Fig. 1: run 1, cell outlines without signal wires
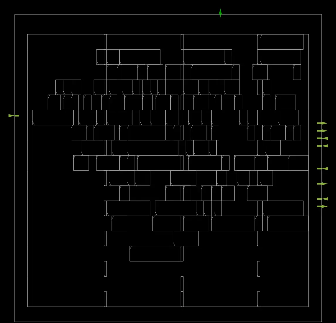
Fig. 2: run 1, routed clock nets over the placement
Scale bar: 20 um.
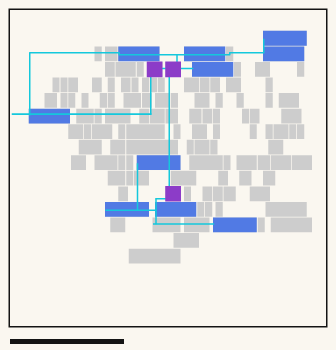
Fig. 3: run 1, the metal 3 layer
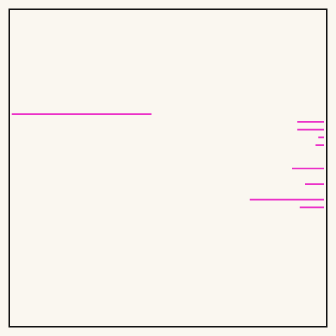
Fig. 4: run 1, routed metal, one colour a layer
Scale bar: 20 um.
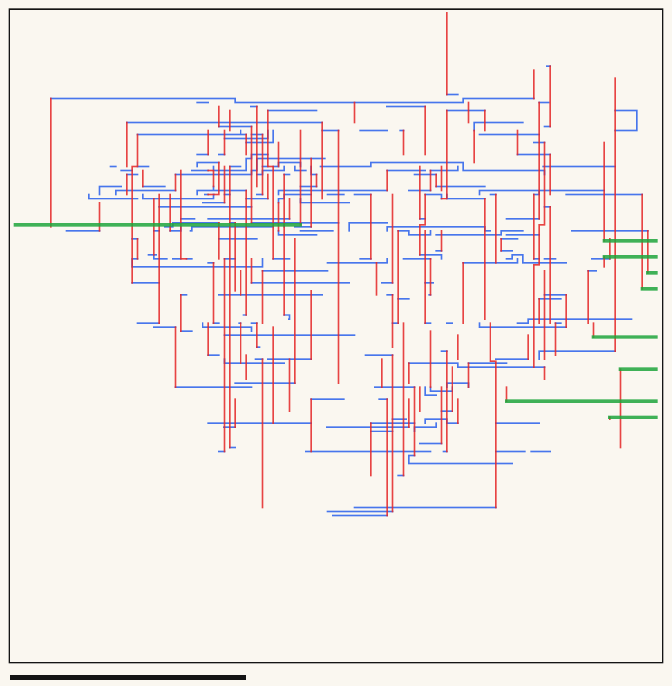
File: config.mk
export PLATFORM = sky130hd
export DESIGN_NAME = sr_ctrl
export DESIGN_NICKNAME = d
export VERILOG_FILES = /design/src/rtl/sr_ctrl_pkg.sv /design/src/rtl/sr_pulse_timer.sv /design/src/rtl/sr_ctrl.sv
export SDC_FILE = /design/constraint.sdc
export NUM_CORES = 1
export LEC_CHECK = 0
export ABC_AREA = 1
export CAP_MARGIN = 25
export CORE_MARGIN = 2
export CORE_UTILIZATION = 25
export CTS_CLUSTER_DIAMETER = 60
export DETAILED_ROUTE_END_ITERATION = 10
export GPL_ROUTABILITY_DRIVEN = 0
export RECOVER_POWER = 100
export SLEW_MARGIN = 30
export SYNTH_ARGS = -nofsm -noshare
export SYNTH_HDL_FRONTEND = slang
export SYNTH_HIERARCHICAL = 1
export SYNTH_SLANG_ARGS = --single-unit
export TNS_END_PERCENT = 1
File: constraint.sdc
create_clock -name clk -period 1.5 [get_ports clk]
set_input_delay 0.15 -clock clk [delete_from_list [all_inputs] [get_ports clk]]
set_output_delay 0.15 -clock clk [all_outputs]
set_load 0.05 [all_outputs]
File: src/rtl/sr_ctrl_pkg.sv
`default_nettype none
// ============================================================================
// Module      : sr_ctrl_pkg
// Description : Shared types and constants for the SR flip-flop pulse
//               controller. It holds the controller state enum and the width
//               of the pulse/gap down-counter.
// Revision    : 1.0 - initial release
// ============================================================================
package sr_ctrl_pkg;

   // Width of the pulse/gap down-counter. PULSE_W and GAP_W must fit in it.
   localparam int CNT_W = 4;

   typedef enum logic [1:0] {
      IDLE  = 2'd0,
      PULSE = 2'd1,
      GAP   = 2'd2
   } state_t;

endpackage : sr_ctrl_pkg
`default_nettype wire

File: src/rtl/sr_pulse_timer.sv
`default_nettype none
// ============================================================================
// Module      : sr_pulse_timer
// Description : 4-bit down-counter that times the PULSE and GAP phases.
//               A load takes priority over a decrement. The count stops at
//               zero and never wraps. done_o is high while the count is 1,
//               which marks the last cycle of the current phase.
// Ports       : clk        - clock, rising edge
//               reset      - synchronous active-high reset (count -> 0)
//               load_i     - load load_val_i into the counter
//               load_val_i - value to load
//               dec_i      - decrement, ignored while the count is zero
//               done_o     - count equals 1
// Revision    : 1.0 - initial release
// ============================================================================
module sr_pulse_timer
   import sr_ctrl_pkg::*;
(
   input  logic             clk,
   input  logic             reset,
   input  logic             load_i,
   input  logic [CNT_W-1:0] load_val_i,
   input  logic             dec_i,
   output logic             done_o
);

   logic [CNT_W-1:0] cnt_q;
   logic [CNT_W-1:0] cnt_d;

   always_comb begin
      cnt_d = cnt_q;
      if (load_i) begin
         cnt_d = load_val_i;
      end else if (dec_i && (cnt_q != '0)) begin
         cnt_d = cnt_q - 1'b1;
      end
   end

   always_ff @(posedge clk) begin
      if (reset) begin
         cnt_q <= '0;
      end else begin
         cnt_q <= cnt_d;
      end
   end

   assign done_o = (cnt_q == CNT_W'(1));

endmodule : sr_pulse_timer
`default_nettype wire

File: src/rtl/sr_ctrl.sv
`default_nettype none
// ============================================================================
// Module      : sr_ctrl
// Description : Drives the set/reset inputs of an external SR flip-flop with
//               timed pulses and keeps a model of the flip-flop state. An
//               accepted request pulses s_o (level 1) or r_o (level 0) for
//               PULSE_W cycles, then holds off for GAP_W idle cycles. A
//               request that would not change the modeled state is absorbed
//               without a pulse unless req_force_i is set.
// Parameters  : PULSE_W - pulse length in cycles (1..15)
//               GAP_W   - idle cycles after each pulse (0..15)
// Ports       : clk, reset               - clock / synchronous active-high reset
//               req_valid_i, req_ready_o - request handshake (ready only in IDLE)
//               req_level_i, req_force_i - target level / pulse regardless
//               s_o, r_o                 - registered set / reset drives
//               q_model_o                - modeled flip-flop state
//               busy_o                   - controller not in IDLE
//               q_i, err_clr_i, err_o    - readback check (SR_CTRL_CHECK_EN)
// Config      : define SR_CTRL_CHECK_EN to add the flip-flop readback check
//               and its sticky error flag.
// Revision    : 1.0 - initial release
// ============================================================================
module sr_ctrl
   import sr_ctrl_pkg::*;
#(
   parameter int PULSE_W = 1,
   parameter int GAP_W   = 1
) (
   input  logic clk,
   input  logic reset,
   input  logic req_valid_i,
   output logic req_ready_o,
   input  logic req_level_i,
   input  logic req_force_i,
`ifdef SR_CTRL_CHECK_EN
   input  logic q_i,
   input  logic err_clr_i,
   output logic err_o,
`endif
   output logic s_o,
   output logic r_o,
   output logic q_model_o,
   output logic busy_o
);

   state_t           state_q, state_d;
   logic             level_q, level_d;   // level captured at acceptance
   logic             s_q, s_d;
   logic             r_q, r_d;
   logic             q_model_q, q_model_d;
   logic             tmr_load;
   logic [CNT_W-1:0] tmr_val;
   logic             tmr_dec;
   logic             tmr_done;

   sr_pulse_timer u_timer (
      .clk        (clk),
      .reset      (reset),
      .load_i     (tmr_load),
      .load_val_i (tmr_val),
      .dec_i      (tmr_dec),
      .done_o     (tmr_done)
   );

   // s_d and r_d are only ever driven from one level bit and its inverse
   // (or both zero), so the two drives can never overlap.
   always_comb begin
      state_d   = state_q;
      level_d   = level_q;
      s_d       = 1'b0;
      r_d       = 1'b0;
      q_model_d = q_model_q;
      tmr_load  = 1'b0;
      tmr_val   = '0;
      tmr_dec   = 1'b0;
      case (state_q)
         IDLE: begin
            if (req_valid_i && ((req_level_i != q_model_q) || req_force_i)) begin
               state_d  = PULSE;
               level_d  = req_level_i;
               s_d      = req_level_i;
               r_d      = ~req_level_i;
               tmr_load = 1'b1;
               tmr_val  = CNT_W'(PULSE_W);
            end
         end
         PULSE: begin
            if (tmr_done) begin
               q_model_d = level_q;
               if (GAP_W == 0) begin
                  state_d = IDLE;
               end else begin
                  state_d  = GAP;
                  tmr_load = 1'b1;
                  tmr_val  = CNT_W'(GAP_W);
               end
            end else begin
               s_d     = level_q;
               r_d     = ~level_q;
               tmr_dec = 1'b1;
            end
         end
         GAP: begin
            if (tmr_done) begin
               state_d = IDLE;
            end else begin
               tmr_dec = 1'b1;
            end
         end
         default: begin
            state_d = IDLE;
         end
      endcase
   end

   always_ff @(posedge clk) begin
      if (reset) begin
         state_q   <= IDLE;
         level_q   <= 1'b0;
         s_q       <= 1'b0;
         r_q       <= 1'b0;
         q_model_q <= 1'b0;
      end else begin
         state_q   <= state_d;
         level_q   <= level_d;
         s_q       <= s_d;
         r_q       <= r_d;
         q_model_q <= q_model_d;
      end
   end

   assign req_ready_o = (state_q == IDLE);
   assign busy_o      = (state_q != IDLE);
   assign s_o         = s_q;
   assign r_o         = r_q;
   assign q_model_o   = q_model_q;

`ifdef SR_CTRL_CHECK_EN
   // chk_q is high in the first cycle after the last pulse cycle, when
   // q_model_q already holds the new level and the flip-flop should match.
   logic chk_q, chk_d;
   logic err_q, err_d;

   always_comb begin
      chk_d = (state_q == PULSE) && tmr_done;
      err_d = err_q;
      if (chk_q && (q_i != q_model_q)) begin
         err_d = 1'b1;
      end else if (err_clr_i) begin
         err_d = 1'b0;
      end
   end

   always_ff @(posedge clk) begin
      if (reset) begin
         chk_q <= 1'b0;
         err_q <= 1'b0;
      end else begin
         chk_q <= chk_d;
         err_q <= err_d;
      end
   end

   assign err_o = err_q;
`endif

endmodule : sr_ctrl
`default_nettype wire

==> results.cfg, run 1 <==
; physical design summary
[critical_path]
crit_start = u_timer/cnt_q[1]
path_class = reg2reg
cp.required_ns = 1.66
startpoint_type = flip-flop
worstPathMaxFanout = 6
cp.arrival_ns = 1.58
r2r_start = u_timer/cnt_q[1]
end_kind = flip-flop

[sta]
tightest_slew_ns = 0.5997
fin_crit_ns = 1.421
relSlewSlack_pct = 60.19
drv_slew = 0
rsz0062_at_grt = false
skew_ns = 0.004650
fin_tns_setup_ns = 0
min_period_over_period_pct = 94.77
finalSetupViolations = 0
max_freq_mhz = 703.5
hold_ws_ns = 0.4900
final_hold_viol_count = 0

[final_layout]
num_antenna_cells = 0
finalNetCount = 130
fin_area_um2 = 980.9
area.growth.synth_to_final_pct = 49.33
final_layout_size_suffix_gt1_share_pct = 38.98
comb_area_um2 = 442.9
regArea_um2 = 205.2
fill_cells = 256

[synth]
ys_chip_area_um2 = 656.9
largest_area_cell = dfxtp_1
synth_seq_share_pct = 30.48
ys.flop_type = dfxtp_1
yosysWarningCount = 6
area_leaders = dfxtp_1, ha_1, nand2_1
top_cell = nand2_1
ys_types = 20
synth-edff-count = 0
yosys.area.top_type_share_pct = 30.48
netlist_area_um2 = 656.9
synthArstFlopShare_pct = 0
syn_area_per_cell_um2 = 7.381
synth_flop_count = 10
ys_cells = 89
netlist_instances = 89
top_cells_by_count = nand2_1, inv_1, dfxtp_1

[job]
cap_violations = 0
openroad.warnings = 30

[clock_tree]
clkLatencyLatePin_ns = 0.26
cts_tree = yes
clockRootBuffer = clkbuf_4
htree_levels = 1
cts.sinks = 10
clock_path_buffers = 2
cts_inserted_buffers = 3
holdBufCountCts = 0
path_clk_slew_ns = 0.07

[min_path]
min_from = state_q[1]
hold_path_class = reg2reg

[global_route]
grt_pass1_wl_mm = 2.532
grt.overflow.total = 0
antenna_found_initial = 0
grtUsageMet1_pct = 11.94
grt_max_degree = 7
gr-usage-met2_pct = 16.84
grt.total_usage_pct = 10.13
top_usage_layer = met2
first_global_vias = 637

[floorplanning]
die_h_um = 55.26
core_um2 = 2477
die_area_um2 = 3054
die_w_um = 55.26
fp_util_pct = 26.52
io_pins = 10

[place]
dp_hpwl_mm = 1.110
placed_area_um2 = 898.4
dp_cells = 140
io_buffers = 9

[route]
dr.first_iter.drc_count = 3
drc = 0
drtPass1Iterations = 4
vias_per_cell = 4.176
ant_nets = 0
wl_per_cell_um = 9.101

[pwr]
leakage_uw = 0.0004497
power_density_nw_per_um2 = 1270
peakVddDrop_v = 0.0006424

[run_status]
status = finished clean
Notes on Fig. 1 above:
tap cells: 30
row cnt: 18
Layout Cells excl Fill: 148

Notes on Fig. 2 above:
- cyan: clock wires (length 149 um)
- purple: clock drivers (count 3)
- blue: flip-flops (count 10)
- routed clock nets: 4

Notes on Fig. 3 above:
- main direction: horizontal
- wire length on this layer: 59.6 um
- longest straight run: 24.1 um
- share of all routed wire: 4.4%
- nets with wire on the layer: 9
met3 Usage GRT: 3.044%
final WL: 1.347 mm
Vias: 618

Notes on Fig. 4 above:
- green: metal 3 (wire length 59.6 um)
- blue: metal 1 (wire length 629 um)
- red: metal 2 (wire length 660 um)

==> run 1: worst max-delay path: stages, from the launching register on <==
cell and delay (ns):
dfxtp_2 0.33, inv_2 0.07, ha_4 0.12, nor3b_4 0.20, nand2_1 0.11, nand2_2 0.10
inv_4 0.06, or2_1 0.23, nand3_2 0.07, a21oi_2 0.05
==> run 1: layer usage <==
metal,up-vias,routed length (um)
met5,-,0
met4,0,0
met3,0,59
met2,9,659
met1,273,628
li1,336,-
==> run 1: area by class of cell <==
cell class	instances	share of cell area [%]
repair buffers	23	20.03
inverters	16	6.378
multi-input cells	65	45.15
flip-flops and latches	10	20.92
well taps	30	3.827
clock buffers	4	3.699
==> run 1: flip-flops by register name, indices dropped and copies added (netlist names) <==
name / flops
level_q: 1
q_model_o: 1
r_o: 1
s_o: 1
state_q: 2
u_timer/cnt_q: 4
==> run 1: layout by cell type (no fill, tap or decap) <==
cell type and n:
nor2_2 1, buf_12 2, o21ai_1 1, conb_1 3
o21ai_4 1, o21ai_0 2, dfxtp_2 4, or2_1 1
nand2_1 16, nand2_4 2, nand2_2 5, a211oi_1 1
clkbuf_1 3, ha_1 4, nand3_2 4, ha_4 2
nor3b_4 1, clkdlybuf4s50_1 4, a21oi_1 6, inv_1 11
clkbuf_8 1, a21oi_2 1, inv_4 1, clkbuf_4 3
inv_2 4, nor2_1 7, xor2_1 2, dfxtp_1 6
buf_4 14, nand3_1 5
==> run 1: where the power goes <==
group	internal, uW	leakage [uW]	switching, uW
Clock	147	0.0000210	87.9
Combinational	300	0.000345	350
Sequential	315	0.0000836	44.6
==> run 1: path summary, 6_finish.rpt <==
check                     end  slack, ns  cells after the start
max reg2reg  u_timer/cnt_q[3]       0.08                      9
min                state_q[1]       0.49                      2
min reg2reg        state_q[1]       0.49                      2
max          u_timer/cnt_q[3]       0.08                      9
==> run 1: per-stage QoR <==
stage / worst slack [ns] / power [uW] / util [%]
6_report: 0.07851 / 1245 / 39.60
5_1_grt: 0.001355 / 1360 / 39.60
4_1_cts: 0.007056 / 1228 / 38.38
3_5_place_dp: -0.08746 / 959.0 / 36.26
3_3_place_gp: -0.04092 / 952.1 / 36.26
2_1_floorplan: 0.03165 / 765.9 / -
==> run 1: repair_timing <==
item	4_1_cts	5_1_grt
gates resized	2	8
pin swaps	1	4
endpoints found under the setup margin	1	5
buffers inserted	1	3
==> run 1: logic make-up after synthesis <==
logic type	count (synthesis)	share of synthesized area [%]
adders and majority gates	6	11.43
and+or+nand+nor	42	33.91
DFF	10	30.48
AOI/OAI and AO/OA	12	11.81
xor gates and xnor gates	2	2.667
other	1	0.5709
buffers and inverters	16	9.142
==> run 2: changes to the inputs <==
- CTS_BUF_LIST: not set -> sky130_fd_sc_hd__clkbuf_8
- SLEW_MARGIN: 30 -> 15
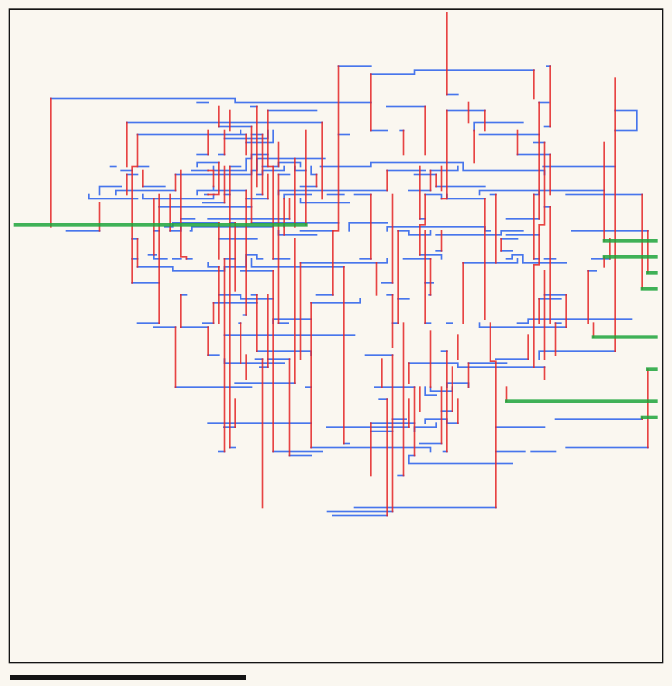
Fig. 5. Routed metal, one colour a layer (run 2).
Scale bar: 20 um.
- red: metal 2 (wire length 700 um)
- green: metal 3 (wire length 55.0 um)
- blue: metal 1 (wire length 658 um)
final WL: 1.413 mm
Vias: 624
WL per Instance: 9.483 um
gr usage total: 10.18%

==> run 2 against run 1 <==
- flip-flop count unchanged
- critical path depth unchanged
- synthesized area unchanged
- register-to-register slack worse by 0.02 ns
- power up 5.5%
- combinational power down 3.8%
- worst hold slack worse by 0.0021 ns
- non-clock buffer count up 1
- first-iteration DRC count up 33%
- global-route usage about the same
- largest cell class unchanged
- sequential power about the same
==> results.cfg, run 2 <==
; physical design summary
[floorplanning]
io_pins = 10
die_w_um = 55.26
die_area_um2 = 3054
rows = 18
core_um2 = 2477
die_h_um = 55.26
fp_util_pct = 26.52

[synth]
largest_area_cell = dfxtp_1
synthArstFlopShare_pct = 0
top_cells_by_count = nand2_1, inv_1, dfxtp_1
netlist_instances = 89
yosys.area.top_type_share_pct = 30.48
synth-edff-count = 0
ys_types = 20
yosysWarningCount = 6
syn_area_per_cell_um2 = 7.381
ys.flop_type = dfxtp_1
ys_cells = 89
netlist_area_um2 = 656.9
synth_flop_count = 10
ys_chip_area_um2 = 656.9
area_leaders = dfxtp_1, ha_1, nand2_1
synth_seq_share_pct = 30.48
top_cell = nand2_1

[critical_path]
worst-path-buf-inv = 2
timing.rr.end = u_timer/cnt_q[3]
r2r_cells = 9
cp.required_ns = 1.63
cp.arrival_ns = 1.57
r2r_start = u_timer/cnt_q[1]
end_kind = flip-flop
worstPathMaxFanout = 6
cp_top_family = simple AND/OR/NAND/NOR gates
crit_start = u_timer/cnt_q[1]
path_class = reg2reg
rrSetupSlack_ns = 0.05
path_cells = inv_2 > ha_4 > nor3b_4 > nand2_1 > nand2_2 > inv_4 > or2_1 > nand3_2 > a21oi_2
slowest_delay_ns = 0.33
startpoint_type = flip-flop
critPathSlowestCell = dfxtp_2

[route]
ant_nets = 0
drtPass1Iterations = 4
vias_per_cell = 4.188
dr.first_iter.drc_count = 4
drc = 0

[final_layout]
area.growth.synth_to_final_pct = 48.95
final_cell_count_no_fill = 149
regArea_um2 = 203.9
fill_cells = 258
num_antenna_cells = 0
reg_top3 = u_timer/cnt_q (4), state_q (2)
comb_area_um2 = 445.4
final_layout_size_suffix_gt1_share_pct = 39.50
top_register = u_timer/cnt_q
final_cell_mix = nand2_1, buf_4, inv_1, dfxtp_1
lay_top_count = nand2_1
fin_area_um2 = 978.4
finalNetCount = 131
largest_reg_flops = 4

[place]
preCtsSetupSlack_ns = -0.08746
io_buffers = 9
dp_cells = 140
placed_area_um2 = 898.4
dp_hpwl_mm = 1.110

[min_path]
min_from = state_q[1]
hold_path_class = reg2reg
worstHoldEndpoint = state_q[1]
min_path_cells = 2

[pwr]
finalPower_uw = 1314
power_density_nw_per_um2 = 1343
peakVddDrop_v = 0.0006813

[sta]
finalSetupViolations = 0
worst_slack_ns = 0.05450
final_hold_viol_count = 0
min_period_over_period_pct = 96.37
relSlewSlack_pct = 60.19
fin_tns_setup_ns = 0
drv_slew = 0
tightest_slew_ns = 0.5997
fin_crit_ns = 1.445
skew_ns = 0.001501
max_freq_mhz = 691.8

[run_status]
status = finished clean

[clock_tree]
clock_path_buffers = 2
cts_inserted_buffers = 3
cts.sinks = 10
clockRootBuffer = clkbuf_8
htree_levels = 1
cts_tree = yes
path_clk_slew_ns = 0.05

[global_route]
antenna_found_initial = 0
grt.overflow.total = 0
grt_max_degree = 7
grt_pass1_wl_mm = 2.546
first_global_vias = 647

[job]
openroad.warnings = 30
cap_violations = 0
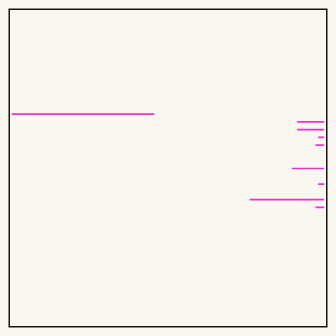
Fig. 6. The metal 3 layer (run 2).
- wire length on this layer: 55.0 um
- main direction: horizontal
- share of all routed wire: 3.9%

[run 2: cell counts after synthesis]
Identical to the previous run, type by type.
[run 2: layer usage]
metal	GRT usage (%)	up-vias	part of all wire [%]
met5	0	-	0
met4	4.530	0	0
met3	3.044	0	3.8
met2	17.01	9	50
met1	11.94	280	47
li1	-	335	-
[run 2: logic make-up (layout without fill, tap and decap cells)]
family	after synthesis	after routing	synth area share, %
buffers and inverters	16	44	9.142
xor gates and xnor gates	2	2	2.667
AOI/OAI and AO/OA	12	12	11.81
adders and majority gates	6	6	11.43
and+or+nand+nor	42	42	33.91
DFF	10	10	30.48
other	1	3	0.5709
[run 2: worst min-delay path, delay by kind of cell, from the launching register on]
family           cells  cell delay [ns]
flip-flops           1             0.32
AND/OR/NAND/NOR      1             0.06
AND-OR/OR-AND        1             0.05
[run 2: power breakdown]
| group | total, uW | internal [uW] | switching [uW] | leakage [uW] |
|---|---|---|---|---|
| Combinational | 625 | 273 | 352 | 0.000340 |
| Clock | 330 | 230 | 99.4 | 0.0000288 |
| Sequential | 360 | 315 | 45.0 | 0.0000833 |
| Total | 1310 | 818 | 496 | 0.000452 |
[run 2: through the flow]
step | util, % | hold slack (ns)
floorplan | - | 0.2124
global placement | 36.26 | 0.4722
detailed placement | 36.26 | 0.4830
CTS | 39.14 | 0.4896
global route | 39.49 | 0.5108
finish | 39.49 | 0.4879
[run 2: how the worst max path moves through the flow]
stage	slack (ns)	to	depth (start not counted)
finish	0.05	u_timer/cnt_q[3]	9
CTS	0.007	u_timer/cnt_q[3]	9
floorplan	0.03	u_timer/cnt_q[3]	9
global route	-0.01	u_timer/cnt_q[3]	9
detailed placement	-0.09	u_timer/cnt_q[1]	10
global placement	-0.04	u_timer/cnt_q[1]	10
[run 2: layout make-up]
cell class,count,area share [%]
clock buffers,4,5.627
repair buffers,24,17.77
flip-flops and latches,10,20.84
inverters,16,6.394
multi-input cells,65,45.52
well taps,30,3.836
[run 2: what timing repair did]
item | in CTS | in global routing
setup buffers | 1 | 4
gates resized | 2 | 8
pin swaps | 1 | 4
setup endpoints to repair | 1 | 5
hold buffers | 0 | 0
==> run 3: changes to the inputs <==
- CORE_ASPECT_RATIO: not set -> 1.2
- CTS_CLUSTER_DIAMETER: 60 -> not set
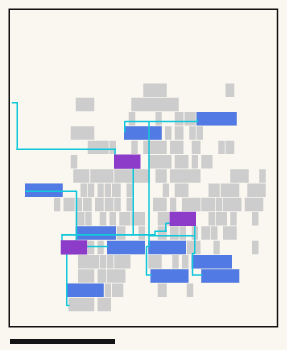
Fig. 7. Routed clock nets over the placement (run 3).
Scale bar: 20 um.
- purple: clock drivers (count 3)
- blue: flip-flops (count 10)
- cyan: clock wires (length 180 um)
- routed clock nets: 4
Worst-Skew Late Latency: 0.24 ns
clock power share: 27.1%
P_clk: 344 uW
Layout Skew: 0.005672 ns

==> run 3 against run 2 <==
- die size hardly changed
- combinational power is 11% lower
- fmax is 3.1% higher
- worst setup slack better by 0.043 ns
- highest routed layer is now met4
- worst hold slack hardly changed
- first-iteration DRC count is 50% higher
- critical path type unchanged
- count of clock-buffer cells in the layout stayed put
- clock skew is 0.0042 ns higher
- critical endpoint unchanged
==> results.cfg, run 3 <==
; physical design summary
[pwr]
netSwitchingFraction_pct = 39.24
p_comb_share_pct = 44.1
power_density_nw_per_um2 = 1371
leakage_uw = 0.0004230
p_int_uw = 770.4
finalPower_uw = 1268
p_switching_uw = 497.6
power_frac_seq_pct = 28.8
peakVddDrop_v = 0.0007616

[sta]
fin_tns_setup_ns = 0
drv_slew = 0
relSlewSlack_pct = 60.86
final_hold_viol_count = 0
tightest_slew_ns = 0.5897
min_period_over_period_pct = 93.49
rsz0062_at_grt = true
max_freq_mhz = 713.1
finalSetupViolations = 0
fin_crit_ns = 1.402

[final_layout]
area.growth.synth_to_final_pct = 40.76
lay_top_count = nand2_1
final_layout_size_suffix_gt1_share_pct = 35.40
fin_area_um2 = 924.6
num_antenna_cells = 0
finalNetCount = 125
top_register = u_timer/cnt_q
final_cell_mix = nand2_1, inv_1, buf_4, nor2_1, dfxtp_1
final_cell_count_no_fill = 146
largest_reg_flops = 4
reg_top3 = u_timer/cnt_q (4), state_q (2)

[critical_path]
cp.arrival_ns = 1.53
startpoint_type = flip-flop
path_class = reg2reg
end_kind = flip-flop
cp.required_ns = 1.63
worstPathMaxFanout = 6

[synth]
netlist_instances = 89
ys.flop_type = dfxtp_1
syn_area_per_cell_um2 = 7.381
synth-edff-count = 0
synthArstFlopShare_pct = 0
ys_chip_area_um2 = 656.9
top_cell = nand2_1
synth_flop_count = 10
largest_area_cell = dfxtp_1
yosys.area.top_type_share_pct = 30.48
synth_seq_share_pct = 30.48
yosysWarningCount = 6
ys_cells = 89
netlist_area_um2 = 656.9
top_cells_by_count = nand2_1, inv_1, dfxtp_1
ys_types = 20
area_leaders = dfxtp_1, ha_1, nand2_1

[route]
drtPass1Iterations = 4
dr.first_iter.drc_count = 6
vias_per_cell = 4.233
drc = 0
ant_nets = 0
wl_per_cell_um = 9.788

[place]
placed_area_um2 = 887.1
dp_cells = 141
dp_hpwl_mm = 1.137
io_buffers = 9

[floorplanning]
die_w_um = 50.80
die_h_um = 60.15
die_area_um2 = 3055
core_um2 = 2527
rows = 20
io_pins = 10
fp_util_pct = 25.99

[clock_tree]
cts.sinks = 10
cts_tree = yes
cts_inserted_buffers = 3
htree_levels = 1
path_clk_slew_ns = 0.05
clock_path_buffers = 2
clockRootBuffer = clkbuf_8
holdBufCountCts = 0

[global_route]
grt_pass1_wl_mm = 2.435
grt_max_degree = 7
grt.total_usage_pct = 10.84
grt.overflow.total = 0
first_global_vias = 625
antenna_found_initial = 0

[job]
openroad.warnings = 31
cap_violations = 0

[min_path]
hold_path_class = reg2reg

[run_status]
status = finished clean
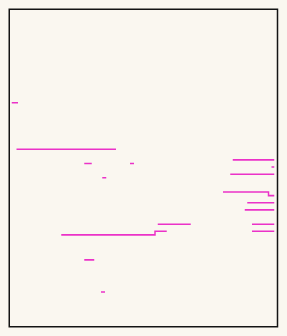
Fig. 8. The metal 3 layer (run 3).
- longest straight run: 18.6 um
- wire length on this layer: 93.4 um
Vias: 618
met3 Usage GRT: 4.000%
final WL: 1.429 mm

==> run 3: path summary, 6_finish.rpt <==
check / from / end / slack [ns] / cells past startpoint
worst max-delay path: u_timer/cnt_q[1] / u_timer/cnt_q[3] / 0.1 / 9
worst max register to register: u_timer/cnt_q[1] / u_timer/cnt_q[3] / 0.1 / 9
worst min register to register: state_q[1] / state_q[1] / 0.49 / 2
worst min-delay path: state_q[1] / state_q[1] / 0.49 / 2
==> run 3: cells by family (layout without fill, tap and decap cells) <==
family | after synthesis | count (layout) | synth area share, %
buffers and inverters | 16 | 38 | 9.142
AND/OR/NAND/NOR | 42 | 42 | 33.91
AND-OR/OR-AND | 12 | 12 | 11.81
adder cells (fa/ha/maj) | 6 | 6 | 11.43
XOR/XNOR | 2 | 2 | 2.667
other | 1 | 3 | 0.5709
flip-flops | 10 | 10 | 30.48
==> run 3: cell type report <==
cell class	instances	area, um^2
clock buffers	4	55.05
fillers	275	1603
inverters	16	62.56
multi-input cells	65	432.9
flip-flops and latches	10	203.9
well taps	33	41.29
repair buffers	18	128.9
==> run 3: repair_timing <==
item,4_1_cts,5_1_grt
setup endpoints to repair,2,5
pin swaps,0,2
gates resized,1,7
buffers inserted,0,1
==> run 3: per-layer routing <==
| layer | track usage, % | vias up | part of all wire, % |
|---|---|---|---|
| met4 | 7.336 | 0 | 4.3 |
| met1 | 10.09 | 271 | 38 |
| met3 | 4.000 | 8 | 6.5 |
| met5 | 0 | - | 0 |
| li1 | - | 321 | - |
| met2 | 19.74 | 18 | 51 |
==> run 3: power by group through the flow <==
stage,combinational [uW],sequential (uW),clock (uW)
global placement,575,359,0
global route,627,372,367
finish,559,365,344
CTS,602,361,354
detailed placement,591,361,0
floorplan,391,375,0
==> run 3: critical path: stages, from the launching register on <==
cell and delay, ns:
dfxtp_2 0.33, inv_2 0.06, ha_1 0.13, nor3b_4 0.22, nand2_2 0.09, nand2_2 0.09, inv_4 0.06, or2_1 0.21
nand3_2 0.08, a21oi_2 0.04
==> run 3: per-stage QoR <==
| step | worst slack (ns) | util, % | hold WS [ns] |
|---|---|---|---|
| 2_1_floorplan | 0.03165 | - | 0.2124 |
| 3_3_place_gp | -0.03302 | 35.10 | 0.4730 |
| 3_5_place_dp | -0.09810 | 35.10 | 0.4819 |
| 4_1_cts | 0.002527 | 37.52 | 0.4892 |
| 5_1_grt | -0.03920 | 36.58 | 0.5252 |
| 6_report | 0.09764 | 36.58 | 0.4881 |
Power and IR drop assume default switching activity.
